==> config.mk <==
export PLATFORM = sky130hd
export DESIGN_NAME = spi_slave_gen
export DESIGN_NICKNAME = d
export VERILOG_FILES = /design/src/rtl/spi_gen_pkg.sv /design/src/rtl/spi_gen_piso.sv /design/src/rtl/spi_slave_gen.sv
export SDC_FILE = /design/constraint.sdc
export NUM_CORES = 1
export LEC_CHECK = 0
export ABC_AREA = 1
export CAP_MARGIN = 10
export CORE_ASPECT_RATIO = 2
export CORE_MARGIN = 3
export CORE_UTILIZATION = 48
export CTS_CLUSTER_SIZE = 10
export DETAILED_ROUTE_END_ITERATION = 10
export HOLD_SLACK_MARGIN = 0.03
export PLACE_DENSITY = 0.72
export SETUP_SLACK_MARGIN = 0.15
export SKIP_CTS_REPAIR_TIMING = 1
export SLEW_MARGIN = 40
export SYNTH_ARGS = -nofsm -noshare
export SYNTH_HDL_FRONTEND = slang
export SYNTH_SLANG_ARGS = --single-unit
export TNS_END_PERCENT = 20
==> constraint.sdc <==
create_clock -name clk -period 1.5 [get_ports clk]
set_clock_uncertainty 0.05 [all_clocks]
set_input_delay 0.3 -clock clk [delete_from_list [all_inputs] [get_ports clk]]
set_output_delay 0.3 -clock clk [all_outputs]
set_load 0.03 [all_outputs]
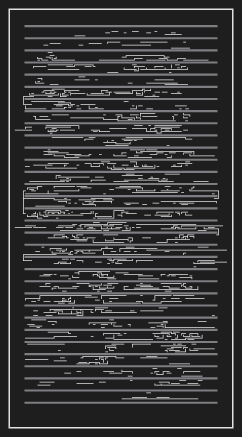
**Above:** met1 routing.
Supply wires on this layer in grey.
nets with wire on the layer = 296
wire length on this layer = 1710 um
overall routed net length: 4.86 mm
met1 Usage GRT: 21.4%
total via count after detailed routing: 1836

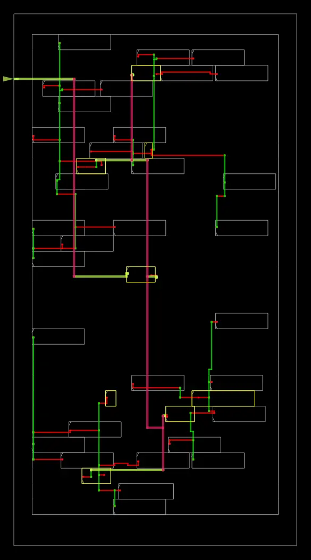
**Above:** clock wiring as the flow saved it.
Skew-Pair Late Insertion Delay: 0.29 ns
clock buffers created by TritonCTS: 5
count of clock-net buffers in the final layout: 6

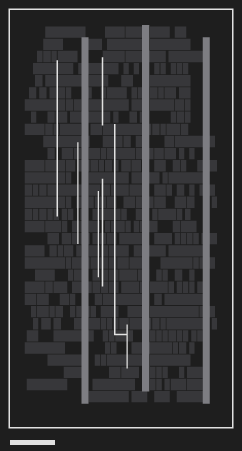
**Above:** metal 4.
The bar under the picture is 10 um long. Supply wires on this layer in grey. Cells faint in the background.
main direction = vertical
share of all routed wire = 3.6%
wire length on this layer = 174 um

==> notes.md <==
Physical implementation.

- The design draws between 4 and 5 mW.
- The global-route met2 utilization is roughly 44%.
- According to the CTS report, the clock sink count is 32.
- There are 32 flip-flops and latches.
- The non-clock buffering overhead in the final layout is between 20% and 30%.
- The filler cells instantiated in the layout total just under 300.
- The cell type group with the largest total delay on the critical path is simple AND/OR/NAND/NOR gates.
- The main flop type after synthesis is sky130_fd_sc_hd__dfrtp_1.
- The longest incremental delay of any stage on the critical path is reported as roughly 0.44 ns.
- The most common library cell in the layout ignoring fill and taps is sky130_fd_sc_hd__nand2_1.
- The number of cell instances on the worst register-to-register path is 9.
- The final timing report gives a worst setup slack of -0.0461 ns.
- The post-synthesis simple-gate area fraction is 37.6%.
- Post-route period utilization is reported as 103%.
- The slowest library cell on the worst path is sky130_fd_sc_hd__dfrtp_2.
- The commonest cells after synthesis are sky130_fd_sc_hd__nand2_1, sky130_fd_sc_hd__dfrtp_1, sky130_fd_sc_hd__nand3_1.
- The mean cell area of the mapped netlist is between 7 and 8 sq um.
- The signal on the critical path passes through nor2_4 -> buf_6 -> nand2_2 -> nor2_4 -> nor2_2 -> nor2_4 -> nand2_4 -> nand2_1 -> nand2_1.
- The number of nets handed over by synthesis was approximately 260.
- The combinational power is 2.74 mW.
- The routed wire length on met2 is between 2 and 3 mm.
- In the Yosys report the total cell count is about 240.
- Across all hold checks on the routed design, the worst slack comes to about 0.33 ns.
- The proportion of synthesized area in mux cells is 0%.
- The count of nets left with antenna violations once routing finished came out at 0.
- The initial antenna violation count is 0.
- The Yosys step of the flow raised 0 warnings.
- The dominant power group is combinational logic.
- The fraction of final layout cells with drive strength greater than 1 is between 20% and 30%.
- The met1 layer wirelength in the final routing is between 1.5 and 2 mm.
- The cell class ranked first by area is logic gates.
- Once layout is complete, the utilization of the core stands at between 70% and 80%.
- The width of the die is 49.7 um.
- The deepest clock path buffer count is 2.
- The number of buffer and inverter stages on the critical path is 1.
- The number of top-level design ports is 27.
- The maximum clock frequency is between 600 and 700 MHz.
- Among the stages of the critical path, the cell type that occurs most often is sky130_fd_sc_hd__nor2_4.
- The total half-perimeter wirelength after legalization and detailed placement is 3.53 mm.
- The clock share of power is 17.0%.
- Prior to clock tree synthesis, the placed netlist has a worst setup slack of -0.375 ns.
- The post-layout instance area is approximately 2700 sq um.
- Clock-pin slew was measured on the worst setup and hold paths at about 0.060 ns.
- The path category of the worst min-delay check is input port to asynchronous set/reset pin.
- The switching part of the total power is about two fifths.
- The worst setup path is launched from a flop.
- In this run the cell area measured after placement is roughly 2400 sq um.
- The synthesized instance count is roughly 240.
- The library cell with the largest summed area after synthesis is sky130_fd_sc_hd__dfrtp_1.
- Summing the areas of all compound-gate instances in the mapped netlist gives under 10% of the synthesized area.
- Yosys mapped a number of flops with a built-in enable equal to 0.
- Multi-input logic gates represent a cell area share of between 30% and 40%.
- The register with the most flip-flops in the layout has 10 of them.
- Between the synthesized netlist and the finished layout, the area growth was recorded as 49.2%.
- The detail-routed via count per cell is between 5 and 6.
- The tool warning count is 32.
- The switching power total is 1.99 mW.
- The floorplan row count is 31.
- Hold-check failures listed in the final report amount to 0.
- The via count of the first global-routing pass is approximately 1800.
- The synthesis report lists the most area-consuming cells as sky130_fd_sc_hd__dfrtp_1, sky130_fd_sc_hd__nand2_1, sky130_fd_sc_hd__nand3_1, sky130_fd_sc_hd__o21ai_0, sky130_fd_sc_hd__ha_1.
- The top fanout value on the critical path is 7.
- The count of multi-input combinational gates is about 180.
- Adding up every negative setup slack in the final design gives -0.287 ns.
- The final reports fail on setup timing.
- The share of total power in combinational logic is between 50% and 60%.
- The kind of end point of the critical path is a flop.
- The worst max-slew margin expressed relative to the limit is between 70 and 80%.
- The combined area of all synthesized cells is 1830 sq um.
- The cell chosen for the clock root is sky130_fd_sc_hd__clkbuf_8.
- The tap cell count is 49.
- The overall fraction of global-route tracks in use is 22.4%.
- The CTS tree is built.
- According to the finish report, the design has a final net count of approximately 330.
- In this run, placement finished with an instance count of roughly 350.
- The initial standard-cell utilization of the core is 50.2%.
- The portion of synthesized cell area occupied by the leading cell type is 43.7%.
- The number of H-tree branching levels is 2.
- Summing the areas of all fa, ha and maj instances in the mapped netlist gives under 10% of the synthesized area.
- Counting the inverters off the clock network in the layout gives 21.
- The sequential portion of the cell area is about 29%.
- The flow reported a cell area power density of between 1500 and 2000 nW/um^2.
- The run finished, with violations left.
- The most instantiated library cell after synthesis is sky130_fd_sc_hd__nand2_1.
- Per the OpenROAD power report, leakage power amounts to between 1.5 and 2 nW.
- Yosys reported a register bit count of 32.
- The setup violation total in the final timing report is 9.
- The final number of max-transition violations is 0.
- The sequential share of power is a little over a quarter.
- The footprint of the multi-input gates is 1030 sq um.
- Per the cell usage report, the commonest logic cells after layout are sky130_fd_sc_hd__nand2_1, sky130_fd_sc_hd__buf_4, sky130_fd_sc_hd__dfrtp_1, sky130_fd_sc_hd__nand3_1, sky130_fd_sc_hd__o21ai_0.
- The slew at the pin closest to its max-slew limit is roughly 0.33 ns.
- The detail-routed net length per standard cell is roughly 13 um.
- The type of the worst setup path is flop to flop.
- The layout report lists the clock-cell share of area as between 3 and 4%.
- The global route stage reports its total congestion overflow as 0.
- The fraction of synthesis flops using an asynchronous set or reset pin is 100%.
- The largest net degree at the start of global routing is 33.
- The sequential cell power is roughly 1.3 mW.
- The internal power contribution is roughly 2.8 mW.
- The core area is approximately 3600 sq um.
- The total die area is roughly 4600 sq um.
- The count of cell types in the netlist is 26.
- The top logic cell family in the synthesized netlist is simple AND/OR/NAND/NOR gates.
- The die boundary height is 93.4 um.
- The layout buffer count excluding clock buffers is roughly 68.
- Per Yosys stat, the portion of area used by sequential elements is between 40% and 50%.
- The number of max-capacitance violations reported is 0.
Power and IR drop assume default switching activity.
